==> src/rtl/mul_ram_sequencer_if.sv <==
// Requester-side command and response channels of the multiply-RAM sequencer.
interface mul_ram_sequencer_if #(
  parameter int unsigned ADDR_W = 4,
  parameter int unsigned DATA_W = 8
);
  logic                  cmd_valid;
  logic                  cmd_ready;
  logic                  cmd_rd;
  logic [ADDR_W-1:0]     cmd_addr;
  logic [DATA_W-1:0]     cmd_a;
  logic [DATA_W-1:0]     cmd_b;
  logic                  rsp_valid;
  logic                  rsp_ready;
  logic [2*DATA_W-1:0]   rsp_data;

  modport master (
    output cmd_valid, cmd_rd, cmd_addr, cmd_a, cmd_b, rsp_ready,
    input  cmd_ready, rsp_valid, rsp_data
  );

  modport slave (
    input  cmd_valid, cmd_rd, cmd_addr, cmd_a, cmd_b, rsp_ready,
    output cmd_ready, rsp_valid, rsp_data
  );
endinterface

==> src/rtl/mul_ram_sequencer.sv <==
// Expands write-pair / read-product commands into the shared-control access
// sequence of the dual operand RAM + product RAM datapath.
module mul_ram_sequencer #(
  parameter int unsigned ADDR_W = 4,
  parameter int unsigned DATA_W = 8
) (
  input  logic                  clk,
  input  logic                  reset_n,
  mul_ram_sequencer_if.slave    bus,
  output logic                  wr_done,
  output logic [ADDR_W:0]       pair_count,
  output logic                  ram_cs,
  output logic                  ram_w_en,
  output logic                  ram_op_en,
  output logic [ADDR_W-1:0]     ram_addr,
  output logic [DATA_W-1:0]     ram_data_0,
  output logic [DATA_W-1:0]     ram_data_1,
  input  logic [2*DATA_W-1:0]   ram_data_out
);

  localparam int unsigned CNT_W  = ADDR_W + 1;
  localparam int unsigned PROD_W = 2 * DATA_W;

  typedef enum logic [2:0] {
    IDLE, WR1, RDOP, WR2, RDRES, CAPT, RSP
  } state_e;

  state_e              state_q, state_d;
  logic [ADDR_W-1:0]   addr_q, addr_d;
  logic [DATA_W-1:0]   a_q, a_d;
  logic [DATA_W-1:0]   b_q, b_d;
  logic                cmd_ready_q, cmd_ready_d;
  logic                rsp_valid_q, rsp_valid_d;
  logic [PROD_W-1:0]   rsp_data_q, rsp_data_d;
  logic                wr_done_q, wr_done_d;
  logic [CNT_W-1:0]    pair_count_q, pair_count_d;
  logic                cs_q, cs_d;
  logic                w_en_q, w_en_d;
  logic                op_en_q, op_en_d;

  always_ff @(posedge clk or negedge reset_n) begin
    if (!reset_n) begin
      state_q      <= IDLE;
      addr_q       <= '0;
      a_q          <= '0;
      b_q          <= '0;
      cmd_ready_q  <= 1'b1;
      rsp_valid_q  <= 1'b0;
      rsp_data_q   <= '0;
      wr_done_q    <= 1'b0;
      pair_count_q <= '0;
      cs_q         <= 1'b0;
      w_en_q       <= 1'b0;
      op_en_q      <= 1'b0;
    end else begin
      state_q      <= state_d;
      addr_q       <= addr_d;
      a_q          <= a_d;
      b_q          <= b_d;
      cmd_ready_q  <= cmd_ready_d;
      rsp_valid_q  <= rsp_valid_d;
      rsp_data_q   <= rsp_data_d;
      wr_done_q    <= wr_done_d;
      pair_count_q <= pair_count_d;
      cs_q         <= cs_d;
      w_en_q       <= w_en_d;
      op_en_q      <= op_en_d;
    end
  end

  // Next state plus registered outputs decoded from the state being entered,
  // so every RAM control lines up with the cycle its state occupies.
  always_comb begin
    state_d      = state_q;
    addr_d       = addr_q;
    a_d          = a_q;
    b_d          = b_q;
    rsp_data_d   = rsp_data_q;
    pair_count_d = pair_count_q;

    case (state_q)
      IDLE: begin
        if (bus.cmd_valid) begin
          addr_d  = bus.cmd_addr;
          a_d     = bus.cmd_a;
          b_d     = bus.cmd_b;
          state_d = bus.cmd_rd ? RDRES : WR1;
        end
      end
      WR1:   state_d = RDOP;
      RDOP:  state_d = WR2;
      WR2: begin
        pair_count_d = pair_count_q + CNT_W'(1);
        state_d      = IDLE;
      end
      RDRES: state_d = CAPT;
      CAPT: begin
        rsp_data_d = ram_data_out;
        state_d    = RSP;
      end
      RSP: begin
        if (bus.rsp_ready) state_d = IDLE;
      end
      default: state_d = IDLE;
    endcase

    cmd_ready_d = (state_d == IDLE);
    rsp_valid_d = (state_d == RSP);
    wr_done_d   = (state_d == WR2);
    cs_d        = (state_d == WR1) || (state_d == RDOP) ||
                  (state_d == WR2) || (state_d == RDRES);
    w_en_d      = (state_d == WR1) || (state_d == WR2);
    op_en_d     = (state_d == RDOP) || (state_d == RDRES);
  end

  assign bus.cmd_ready = cmd_ready_q;
  assign bus.rsp_valid = rsp_valid_q;
  assign bus.rsp_data  = rsp_data_q;
  assign wr_done       = wr_done_q;
  assign pair_count    = pair_count_q;
  assign ram_cs        = cs_q;
  assign ram_w_en      = w_en_q;
  assign ram_op_en     = op_en_q;
  // Address and operand data come straight from the command registers.
  assign ram_addr      = addr_q;
  assign ram_data_0    = a_q;
  assign ram_data_1    = b_q;

endmodule

==> src/flat_wrapper.sv <==
// flat-port wrapper written by rule: the top's interface ports become plain ports
module mul_ram_sequencer_flat 
#(
  parameter int unsigned ADDR_W = 4,
  parameter int unsigned DATA_W = 8
)
  (clk, reset_n, wr_done, pair_count, ram_cs, ram_w_en, ram_op_en, ram_addr, ram_data_0, ram_data_1, ram_data_out, bus_cmd_valid, bus_cmd_rd, bus_cmd_addr, bus_cmd_a, bus_cmd_b, bus_rsp_ready, bus_cmd_ready, bus_rsp_valid, bus_rsp_data);
  mul_ram_sequencer_if #(.ADDR_W(ADDR_W), .DATA_W(DATA_W)) bus_i ();
  input  logic clk;
  input  logic reset_n;
  output logic wr_done;
  output logic [ADDR_W:0] pair_count;
  output logic ram_cs;
  output logic ram_w_en;
  output logic ram_op_en;
  output logic [ADDR_W-1:0] ram_addr;
  output logic [DATA_W-1:0] ram_data_0;
  output logic [DATA_W-1:0] ram_data_1;
  input  logic [2*DATA_W-1:0] ram_data_out;
  input wire logic [$bits(bus_i.cmd_valid)-1:0] bus_cmd_valid;
  input wire logic [$bits(bus_i.cmd_rd)-1:0] bus_cmd_rd;
  input wire logic [$bits(bus_i.cmd_addr)-1:0] bus_cmd_addr;
  input wire logic [$bits(bus_i.cmd_a)-1:0] bus_cmd_a;
  input wire logic [$bits(bus_i.cmd_b)-1:0] bus_cmd_b;
  input wire logic [$bits(bus_i.rsp_ready)-1:0] bus_rsp_ready;
  output wire logic [$bits(bus_i.cmd_ready)-1:0] bus_cmd_ready;
  output wire logic [$bits(bus_i.rsp_valid)-1:0] bus_rsp_valid;
  output wire logic [$bits(bus_i.rsp_data)-1:0] bus_rsp_data;
  assign bus_i.cmd_valid = bus_cmd_valid;
  assign bus_i.cmd_rd = bus_cmd_rd;
  assign bus_i.cmd_addr = bus_cmd_addr;
  assign bus_i.cmd_a = bus_cmd_a;
  assign bus_i.cmd_b = bus_cmd_b;
  assign bus_i.rsp_ready = bus_rsp_ready;
  assign bus_cmd_ready = bus_i.cmd_ready;
  assign bus_rsp_valid = bus_i.rsp_valid;
  assign bus_rsp_data = bus_i.rsp_data;
  mul_ram_sequencer #(.ADDR_W(ADDR_W), .DATA_W(DATA_W)) u_core (.clk(clk), .reset_n(reset_n), .bus(bus_i), .wr_done(wr_done), .pair_count(pair_count), .ram_cs(ram_cs), .ram_w_en(ram_w_en), .ram_op_en(ram_op_en), .ram_addr(ram_addr), .ram_data_0(ram_data_0), .ram_data_1(ram_data_1), .ram_data_out(ram_data_out));
endmodule
==> config.mk <==
export PLATFORM = sky130hd
export DESIGN_NAME = mul_ram_sequencer_flat
export DESIGN_NICKNAME = d
export VERILOG_FILES = /design/src/rtl/mul_ram_sequencer_if.sv /design/src/rtl/mul_ram_sequencer.sv /design/src/flat_wrapper.sv
export SDC_FILE = /design/constraint.sdc
export NUM_CORES = 1
export LEC_CHECK = 0
export ABC_AREA = 1
export CAP_MARGIN = 5
export CORE_ASPECT_RATIO = 0.8
export CORE_MARGIN = 8
export CORE_UTILIZATION = 42
export CTS_CLUSTER_DIAMETER = 40
export DETAILED_ROUTE_END_ITERATION = 6
export HOLD_SLACK_MARGIN = 0.08
export PLACE_DENSITY = 0.79
export REMOVE_ABC_BUFFERS = 1
export SYNTH_ARGS = -nofsm -noshare
export SYNTH_HDL_FRONTEND = slang
export SYNTH_SLANG_ARGS = --single-unit
==> constraint.sdc <==
create_clock -name clk -period 1.3 [get_ports clk]
set_input_delay 0.325 -clock clk [delete_from_list [all_inputs] [get_ports clk]]
set_output_delay 0.325 -clock clk [all_outputs]
set_load 0.02 [all_outputs]
==> images/placed.png <==
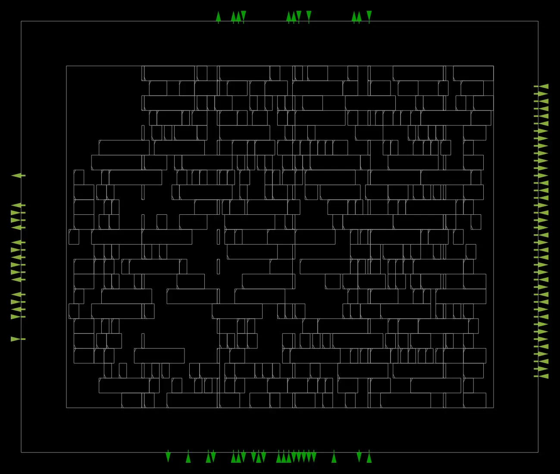
cell row count: 23
core area: 4890 sq um
Tapcell Cnt: 62

==> images/ff_map.png <==
Drawn at 6 px/um. Other sequential cells in the stronger grey, the rest of the logic in the fainter grey.
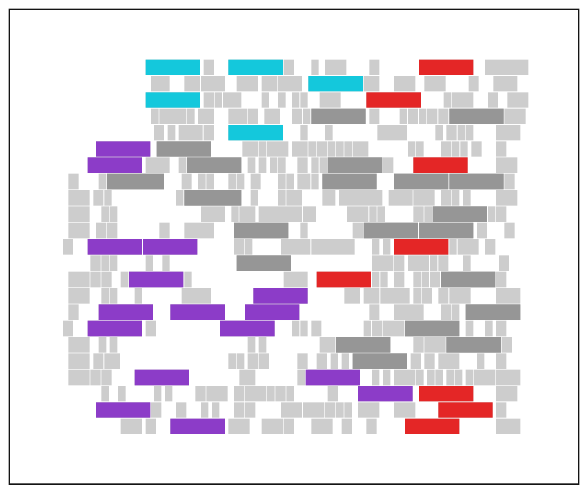
Cyan is `u_core.pair_count`, placed flops 5, where top middle. Purple is `u_core.bus.rsp_data`, placed flops 16. Red is `u_core.ram_data_0`, placed flops 8.

==> run notes <==
impl run done, here's what came out: top power group=combinational logic, Synth-to-Final Area Change=46.2%, htree depth=2, first-pass GRT wire length=8.58 mm, DP Area=3080 sq um, Setup crit end kind=output port, status=finished, final reports clean, crit path buf inv count=1, FF-to-FF End=u_core.bus.cmd_ready, Sw Share=0.434, Net Sw Power=0.00319 W, Post-synth EDFFs=0, DR pass1 iterations=4, maximum vdd ir drop=1120 uV, OpenROAD warnings=25, Num CTS Buffers=5, I/O Pins=88, hold_sp=u_core.bus.rsp_data[12], Worst Path Arrival=0.94 ns, Worst EP required=0.98 ns, Clk Tree Root Cell=clkbuf_8, largest net degree at the start of global routing=51, Post-synth top cells=nand2_1 (92), dfrtp_1 (49), nand3_1 (39), drt initial violations=93, period utilization=0.975, Synth Area per Inst=9.12 sq um, DR vias/cell=4.75, Post-Route Utilization=0.621, CTS Buffer Depth=2, stages on the worst setup path=1, crit path from=u_core.ram_data_0[2], fa+ha+maj area frac=0.00602, top area contributor share=0.590, Antenna Violating Nets Remaining=0, Inst Count DP=378, post-placement setup slack=-0.210 ns, TritonCTS clock tree=done, Worst Hold Depth=2, Top delay family on crit path=flip-flops, most frequent cell after synthesis=nand2_1, Simple Share, Synth=0.307, FFs w/ async S/R, synth=1.00, Synth cell types=22, port bufs=87, worst rel slew slack=0.818, Multiplexer share=0
per-layer routing:
metal | vias to the layer above | global-route usage | share of wire
met1 | 867 | 0.193 | 0.48
met4 | 0 | 0.0467 | 0.0042
li1 | 911 | - | -
met3 | 2 | 0.0537 | 0.087
met2 | 73 | 0.215 | 0.43
met5 | - | 0 | 0
repair_timing:
action / CTS / global route
hold endpoints to repair: 49 / 0
buffers inserted: 0 / 3
resized: 136 / 40
hold buffers: 1 / 0
endpoints found under the setup margin: 47 / 55
pin swaps: 0 / 1
final cells by class:
class	count	area, sq um	share of cell area
inverters	12	45.0	0.0148
clock inverters	1	5.00	0.00165
repair buffers	105	868	0.286
clock buffers	7	86.3	0.0284
multi-input cells	153	702	0.231
well taps	62	77.6	0.0255
flip-flops and latches	50	1250	0.413
No activity file was given, so power comes from the tool's default toggle rates.
